--- src/rtl/kernel_cra_pkg.sv ---
// Shared register map, CTRL bit positions and FSM encoding for the kernel CRA responder.
// Pure declarations; no timing or flow-control behaviour lives here.
package kernel_cra_pkg;

  localparam int CRA_DATA_W = 64;
  localparam int CRA_BE_W   = CRA_DATA_W / 8;
  localparam int WORD_IDX_W = 5;

  localparam int REG_CTRL   = 0;
  localparam int REG_CYCLES = 1;
  localparam int REG_ARG0   = 2;

  localparam int CTRL_START   = 0;
  localparam int CTRL_BUSY    = 1;
  localparam int CTRL_DONE    = 2;
  localparam int CTRL_IRQ_EN  = 3;
  localparam int CTRL_OVERRUN = 4;

  typedef enum logic [1:0] {
    IDLE    = 2'd0,
    RUN     = 2'd1,
    DONE_ST = 2'd2
  } cra_state_e;

  // START is a write-only pulse, so it always reads back as 0.
  function automatic logic [CRA_DATA_W-1:0] pack_ctrl(
    input logic busy,
    input logic done,
    input logic irq_en,
    input logic overrun
  );
    logic [CRA_DATA_W-1:0] w;
    w               = '0;
    w[CTRL_BUSY]    = busy;
    w[CTRL_DONE]    = done;
    w[CTRL_IRQ_EN]  = irq_en;
    w[CTRL_OVERRUN] = overrun;
    return w;
  endfunction

endpackage

--- src/rtl/cra_byte_reg.sv ---
// 64-bit read/write register with per-byte write enables.
// Write takes effect on the clock edge it is presented; no backpressure.
module cra_byte_reg
  import kernel_cra_pkg::*;
(
  input  logic                  clk,
  input  logic                  rst_n,
  input  logic                  we,
  input  logic [CRA_BE_W-1:0]   be,
  input  logic [CRA_DATA_W-1:0] wdata,
  output logic [CRA_DATA_W-1:0] q
);

  always_ff @(posedge clk) begin
    if (!rst_n) begin
      q <= '0;
    end else if (we) begin
      for (int b = 0; b < CRA_BE_W; b++) begin
        if (be[b]) q[b*8 +: 8] <= wdata[b*8 +: 8];
      end
    end
  end

endmodule

--- src/rtl/kernel_cra_responder.sv ---
// Avalon-MM slave for kernel control: args, start/done/busy, run-cycle counter, completion irq.
// Reads return data 1 cycle after acceptance at 1/cycle; waitrequest only stalls the first cycle out of reset.
module kernel_cra_responder
  import kernel_cra_pkg::*;
#(
  parameter int NUM_ARGS = 4,
  parameter int ADDR_W   = 30,
  parameter int DATA_W   = 64
) (
  input  logic                       kernel_clk_clk,
  input  logic                       kernel_reset_reset_n,
  input  logic [ADDR_W-1:0]          kernel_cra_address,
  input  logic                       kernel_cra_read,
  input  logic                       kernel_cra_write,
  input  logic [DATA_W-1:0]          kernel_cra_writedata,
  input  logic [DATA_W/8-1:0]        kernel_cra_byteenable,
  input  logic                       kernel_cra_burstcount,
  input  logic                       kernel_cra_debugaccess,
  output logic                       kernel_cra_waitrequest,
  output logic [DATA_W-1:0]          kernel_cra_readdata,
  output logic                       kernel_cra_readdatavalid,
  output logic                       kernel_irq_irq,
  output logic                       kernel_start,
  output logic [DATA_W*NUM_ARGS-1:0] kernel_args,
  input  logic                       kernel_finish
);

  logic                  wait_q;
  cra_state_e            state_q;
  cra_state_e            state_d;
  logic                  launch;
  logic                  start_q;
  logic                  irq_en_q;
  logic                  overrun_q;
  logic                  irq_q;
  logic                  rdv_q;
  logic [DATA_W-1:0]     rdata_q;
  logic [DATA_W-1:0]     cycles_q;
  logic [DATA_W-1:0]     rd_mux;
  logic [DATA_W-1:0]     arg_q [NUM_ARGS];
  logic [WORD_IDX_W-1:0] word_idx;
  logic                  wr_acc;
  logic                  rd_acc;
  logic                  ctrl_wr;
  logic                  start_req;
  logic                  done_clr;
  logic                  busy;
  logic                  done;
  logic                  unused_ok;

  assign word_idx = kernel_cra_address[7:3];

  // A write wins over a simultaneous read; the read is silently dropped.
  assign wr_acc = kernel_cra_write & ~wait_q;
  assign rd_acc = kernel_cra_read & ~kernel_cra_write & ~wait_q;

  assign ctrl_wr   = wr_acc && (word_idx == WORD_IDX_W'(REG_CTRL)) && kernel_cra_byteenable[0];
  assign start_req = ctrl_wr & kernel_cra_writedata[CTRL_START];
  assign done_clr  = ctrl_wr & kernel_cra_writedata[CTRL_DONE];

  assign busy = (state_q == RUN);
  assign done = (state_q == DONE_ST);

  always_comb begin
    state_d = state_q;
    launch  = 1'b0;
    unique case (state_q)
      IDLE: begin
        if (start_req) begin
          state_d = RUN;
          launch  = 1'b1;
        end
      end
      RUN: begin
        if (kernel_finish) state_d = DONE_ST;
      end
      DONE_ST: begin
        // A fresh START takes priority over clearing DONE.
        if (start_req) begin
          state_d = RUN;
          launch  = 1'b1;
        end else if (done_clr) begin
          state_d = IDLE;
        end
      end
      default: state_d = IDLE;
    endcase
  end

  always_ff @(posedge kernel_clk_clk) begin
    if (!kernel_reset_reset_n) begin
      wait_q    <= 1'b1;
      state_q   <= IDLE;
      start_q   <= 1'b0;
      irq_en_q  <= 1'b0;
      overrun_q <= 1'b0;
      irq_q     <= 1'b0;
      rdv_q     <= 1'b0;
      rdata_q   <= '0;
      cycles_q  <= '0;
    end else begin
      wait_q  <= 1'b0;
      state_q <= state_d;
      start_q <= launch;

      // The finishing cycle itself is not counted as a run cycle.
      if (launch) begin
        cycles_q <= '0;
      end else if (busy && !kernel_finish && (cycles_q != '1)) begin
        cycles_q <= cycles_q + 1'b1;
      end

      if (ctrl_wr) irq_en_q <= kernel_cra_writedata[CTRL_IRQ_EN];

      if (start_req && busy) begin
        overrun_q <= 1'b1;
      end else if (ctrl_wr && kernel_cra_writedata[CTRL_OVERRUN]) begin
        overrun_q <= 1'b0;
      end

      irq_q <= done & irq_en_q;
      rdv_q <= rd_acc;
      if (rd_acc) rdata_q <= rd_mux;
    end
  end

  always_comb begin
    rd_mux = '0;
    if (word_idx == WORD_IDX_W'(REG_CTRL)) begin
      rd_mux = pack_ctrl(busy, done, irq_en_q, overrun_q);
    end else if (word_idx == WORD_IDX_W'(REG_CYCLES)) begin
      rd_mux = cycles_q;
    end else begin
      for (int i = 0; i < NUM_ARGS; i++) begin
        if (word_idx == WORD_IDX_W'(REG_ARG0 + i)) rd_mux = arg_q[i];
      end
    end
  end

  for (genvar g = 0; g < NUM_ARGS; g++) begin : g_arg
    logic arg_we;
    assign arg_we = wr_acc && (word_idx == WORD_IDX_W'(REG_ARG0 + g));

    cra_byte_reg u_arg (
      .clk   (kernel_clk_clk),
      .rst_n (kernel_reset_reset_n),
      .we    (arg_we),
      .be    (kernel_cra_byteenable),
      .wdata (kernel_cra_writedata),
      .q     (arg_q[g])
    );

    assign kernel_args[g*DATA_W +: DATA_W] = arg_q[g];
  end

  assign kernel_cra_waitrequest   = wait_q;
  assign kernel_cra_readdata      = rdata_q;
  assign kernel_cra_readdatavalid = rdv_q;
  assign kernel_irq_irq           = irq_q;
  assign kernel_start             = start_q;

  // Bursts are not supported: every access is a single word regardless of burstcount.
  assign unused_ok = ^{kernel_cra_address[ADDR_W-1:8], kernel_cra_address[2:0],
                       kernel_cra_burstcount, kernel_cra_debugaccess};

  a_start_in_run : assert property (@(posedge kernel_clk_clk) disable iff (!kernel_reset_reset_n)
                                    start_q |-> (state_q == RUN));

endmodule
--- config.mk ---
export PLATFORM = sky130hd
export DESIGN_NAME = kernel_cra_responder
export DESIGN_NICKNAME = d
export VERILOG_FILES = /design/src/rtl/kernel_cra_pkg.sv /design/src/rtl/cra_byte_reg.sv /design/src/rtl/kernel_cra_responder.sv
export SDC_FILE = /design/constraint.sdc
export NUM_CORES = 1
export LEC_CHECK = 0
export CAP_MARGIN = 20
export CORE_MARGIN = 2
export CORE_UTILIZATION = 35
export CTS_CLUSTER_SIZE = 14
export DETAILED_ROUTE_END_ITERATION = 8
export PLACE_DENSITY = 0.63
export SYNTH_ARGS = -nofsm -noshare
export SYNTH_HDL_FRONTEND = slang
export SYNTH_HIERARCHICAL = 1
export SYNTH_SLANG_ARGS = --single-unit
--- constraint.sdc ---
create_clock -name kernel_clk_clk -period 5 [get_ports kernel_clk_clk]
set_input_delay 1 -clock kernel_clk_clk [delete_from_list [all_inputs] [get_ports kernel_clk_clk]]
set_output_delay 1 -clock kernel_clk_clk [all_outputs]
set_load 0.03 [all_outputs]
==> impl_metrics.env, run 1 <==
# physical design summary
export IMPL_yosysSeqAreaShare_pct=42.6
export IMPL_crit_chain="clkdlybuf4s50_1, nor3_1, and3_2, buf_4, nand2_1, o21ai_0, a222oi_1, o21ai_0"
export IMPL_switching_share_pct=23.5
export IMPL_placed_cell_area_um2=22100
export IMPL_io_buffer_count=405
export IMPL_final_setup_tns_ns=0
export IMPL_cp_required_ns=5.48
export IMPL_hold_ws_ns=0.453
export IMPL_diodes=0
export IMPL_worst_pin_slew_ns=1.27
export IMPL_finalHoldViolations=0
export IMPL_status="complete, but fails checks"
export IMPL_seq_area_um2=7850
export IMPL_die_h_um=233
export IMPL_wl_met2_mm=32.0
export IMPL_mi_logic_area_um2=8850
export IMPL_coreArea_um2=52300
export IMPL_combPwrFrac_pct=6.0
export IMPL_ios=433
export IMPL_synthMuxAreaShare_pct=0.217
export IMPL_violations="design-rule violations"
export IMPL_drc_errors=3
export IMPL_drv_slew=0
export IMPL_met1_usage_pct=32.1
export IMPL_rsz0062_at_grt="no"
export IMPL_yosysTopAreaCell="dfxtp_1"
export IMPL_num_rows=84
export IMPL_numSynthFlops=392
export IMPL_cp_depth=8
export IMPL_setup_slack_ns=1.59
export IMPL_clockBufferDepth=3
export IMPL_area_share_clock_buf_inv_pct=5.99
export IMPL_critPathKind="primary input to register"
export IMPL_holdPathEnd="kernel_cra_readdata[19]"
export IMPL_cts_tree="done"
export IMPL_min_period_ns=3.41
export IMPL_inv_count=10
export IMPL_place_ws_ns=1.09
export IMPL_drive_gt1_share_pct=6.16
export IMPL_critPathCaptureType="register"
export IMPL_fillers=5084
export IMPL_synth_cell_types=53
export IMPL_yosys_area_top_type_share_pct=42.6
export IMPL_setup_violations=0
export IMPL_cp_max_fo=64
export IMPL_max_stage_delay_ns=0.68
export IMPL_p_per_area_nw_per_um2=288
export IMPL_largest_register_ffs=256
export IMPL_chip_area_um2=54500
export IMPL_power_total_mw=6.78
export IMPL_area_dominant_class="multi-input combinational cells"
export IMPL_seq_share_pct=33.3
export IMPL_drt_met1_wl_mm=29.5
export IMPL_internal_power_mw=5.18
export IMPL_grt_max_degree=260
export IMPL_r2r_start="cycles_q[56]"
export IMPL_fin_cells=3222
export IMPL_num_vias=18700
export IMPL_critPathArrivalTime_ns=3.89
export IMPL_synth_area_yosys_um2=18400
export IMPL_pg_comb_mw=0.405
export IMPL_top_cells_by_count="426 x nand2_1, 392 x dfxtp_1, 282 x nand4_1, 228 x o21ai_0, 177 x o21ai_1"
export IMPL_cp_startpoint="kernel_cra_address[5]"
export IMPL_ant_nets=0
export IMPL_min_path_cells=2
export IMPL_drt_iter0_markers=1827
export IMPL_async_reset_ff_share_pct=0
export IMPL_nets=2618
export IMPL_maxPowerGroup="clock"
export IMPL_endpoint="kernel_cra_readdata[61]"
export IMPL_vias_per_cell=5.80
export IMPL_cts_buffers=45
export IMPL_fp_nets=2355
export IMPL_synth_simple_gate_area_share_pct=25.1
export IMPL_post_cts_buffers=0
export IMPL_firstDrtPassIters=9
export IMPL_grt_pass1_vias=17500
export IMPL_routedWlPerCell_um=21.5
export IMPL_mostFrequentLayoutCells="425 x nand2_1, 404 x clkdlybuf4s50_1, 392 x dfxtp_1, 282 x nand4_1, 228 x o21ai_0"
export IMPL_r2r_end="cycles_q[7]"
export IMPL_cts_root_buffer="clkbuf_16"
export IMPL_final_area_um2=23500
export IMPL_nonClkBufAreaFrac_pct=19.3
export IMPL_placed_cells=3147
export IMPL_cap_violations=0
export IMPL_clock_buffers=65
export IMPL_top_layer="met4"
run_1/clock_map.png
Drawn at 1 px/um.
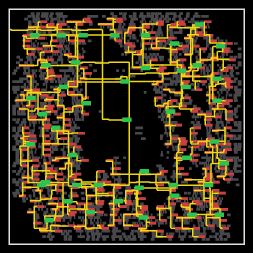
- flip-flops: red (count 392)
- cells driving clock nets: green (count 45)
- clock wires: yellow (length 5400 um)
- flops lie: all over the die
Layout Skew: 0.0186 ns
clock share of power: 47.7%
clock-net power: 3.23 mW
clk latency late pin: 0.57 ns

run_1/met4.png
Drawn at 1.5 px/um.
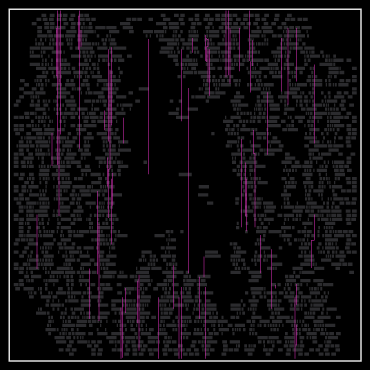
- longest straight run: 123 um
- share of all routed wire: 3.7%
- wire length on this layer: 2550 um
- main direction: vertical

run_1/final_congestion.png
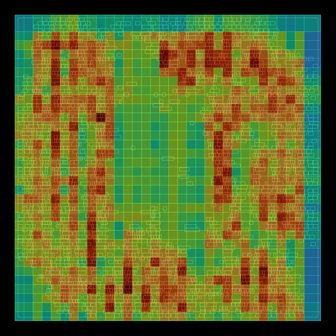
GRT met3 Usage: 4.69%
layer with the highest usage: met2
GRT Util Overall: 24.4%
M2 GR Usage: 39.2%
final core occ: 45.0%

## Run 2: what changed since run 1
Settings changed: PLACE_DENSITY 0.63 to 0.65.
Clock period 5 ns to 3.11 ns, I/O delays scaled along.
==> impl_metrics.env, run 2 <==
# physical design summary
export IMPL_maxPowerGroup="clock"
export IMPL_grt_pass1_vias=17500
export IMPL_met3_usage_pct=3.98
export IMPL_largest_register_ffs=256
export IMPL_post_cts_buffers=0
export IMPL_placed_cells=3177
export IMPL_max_stage_delay_ns=0.79
export IMPL_vias_per_cell=5.75
export IMPL_synthCells=2245
export IMPL_slew_headroom_pct=42.2
export IMPL_busiest_layer="met2"
export IMPL_synth_simple_gate_area_share_pct=25.1
export IMPL_yosysSeqAreaShare_pct=42.6
export IMPL_clk_latency_ns=0.58
export IMPL_setup_violations=0
export IMPL_warnings=59
export IMPL_place_ws_ns=0.187
export IMPL_drv_slew=0
export IMPL_cp_startpoint="cycles_q[56]"
export IMPL_pg_comb_mw=0.672
export IMPL_area_share_clock_buf_inv_pct=6.68
export IMPL_cts_buffers=45
export IMPL_status="complete, no violations"
export IMPL_nets=2646
export IMPL_r2r_start="cycles_q[56]"
export IMPL_coreArea_um2=52300
export IMPL_yosys_area_top_type_share_pct=42.6
export IMPL_r2r_end="cycles_q[61]"
export IMPL_final_setup_tns_ns=0
export IMPL_drive_gt1_share_pct=7.70
export IMPL_async_reset_ff_share_pct=0
export IMPL_setup_slack_ns=0.326
export IMPL_top_layer="met4"
export IMPL_wl_met2_mm=32.7
export IMPL_clk_power_mw=5.72
export IMPL_mi_logic_area_um2=8850
export IMPL_rsz0062_at_grt="no"
export IMPL_top_cells_by_area="dfxtp_1 43%, nand4_1 9.6%, nand2_1 8.7%"
export IMPL_power_total_mw=11.4
export IMPL_crit_chain="nand3_1, nor4_1, buf_4, nand4_1, o211ai_1, or4_1, a21oi_1"
export IMPL_yosysTopAreaCell="dfxtp_1"
export IMPL_edf_count=0
export IMPL_critPathArrivalTime_ns=3.23
export IMPL_synthMuxAreaShare_pct=0.217
export IMPL_fin_cells=3260
export IMPL_combPwrFrac_pct=5.9
export IMPL_seq_area_um2=7850
export IMPL_internal_power_mw=8.76
export IMPL_final_area_um2=24100
export IMPL_clockBufferDepth=3
export IMPL_cts_root_buffer="clkbuf_16"
export IMPL_top_cells_by_count="426 x nand2_1, 392 x dfxtp_1, 282 x nand4_1, 228 x o21ai_0, 177 x o21ai_1"
export IMPL_drc_errors=0
export IMPL_numSynthFlops=392
export IMPL_grt_max_degree=196
export IMPL_cap_violations=0
export IMPL_p_per_area_nw_per_um2=475
export IMPL_fp_nets=2355
export IMPL_fa_ha_area_share_pct=0.0679
export IMPL_area_dominant_class="multi-input combinational cells"
export IMPL_seq_share_pct=32.6
export IMPL_cts_tree="done"
export IMPL_mostFrequentLayoutCells="425 x nand2_1, 404 x clkdlybuf4s50_1, 392 x dfxtp_1, 282 x nand4_1, 228 x o21ai_0"
export IMPL_fillers=4999
export IMPL_top_register="g_arg.u_arg/q"
export IMPL_die_h_um=233
export IMPL_cp_max_fo=11
export IMPL_cp_required_ns=3.56
export IMPL_synth_cell_types=53
export IMPL_switching_share_pct=23.4
export IMPL_hold_ws_ns=0.453
export IMPL_p_clk_share_pct=50.0
export IMPL_placed_cell_area_um2=22500
export IMPL_num_vias=18700
export IMPL_chip_area_um2=54500
export IMPL_inv_count=10
export IMPL_leakage_nw=7.79
export IMPL_min_period_ns=2.78
export IMPL_critPathCaptureType="register"
export IMPL_firstDrtPassIters=9
export IMPL_cp_depth=7
export IMPL_drt_met1_wl_mm=29.2
export IMPL_holdPathEnd="kernel_cra_readdata[11]"
export IMPL_endpoint="cycles_q[61]"
export IMPL_synth_area_yosys_um2=18400
export IMPL_critPathKind="register to register"
export IMPL_finalHoldViolations=0
export IMPL_drt_iter0_markers=2350
export IMPL_xor_share_pct=1.33
export IMPL_ant_nets=0
export IMPL_clock_buffers=70
export IMPL_finClkSkew_ns=0.0233
export IMPL_diodes=0
export IMPL_ios=433
export IMPL_worst_pin_slew_ns=0.867
export IMPL_io_buffer_count=405
export IMPL_nonClkBufAreaFrac_pct=20.2
run_2/zoom.png
Window x 165 to 185, y 48 to 68 um. Cells in gray, sequential cells in the stronger gray; small squares are vias.
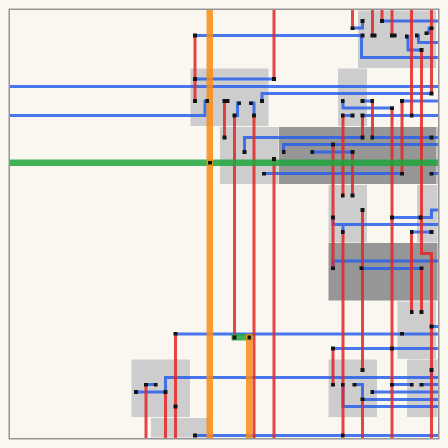
- met3: green
- met4: orange
- met2: red
- met1: blue
- netlist names of flops here include: g_arg.u_arg/q (2)
- cells with their middle in the window: 12
- sequential cells in the window: 2

run_2/final_congestion.png
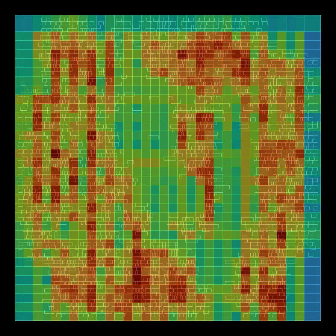
met1 usage: 31.7%
Avg WL per Cell: 21.2 um
M2 GR Usage: 40.5%
final core occ: 46.0%
GRT Util Overall: 24.2%

Power is estimated from default activity; no workload was simulated.
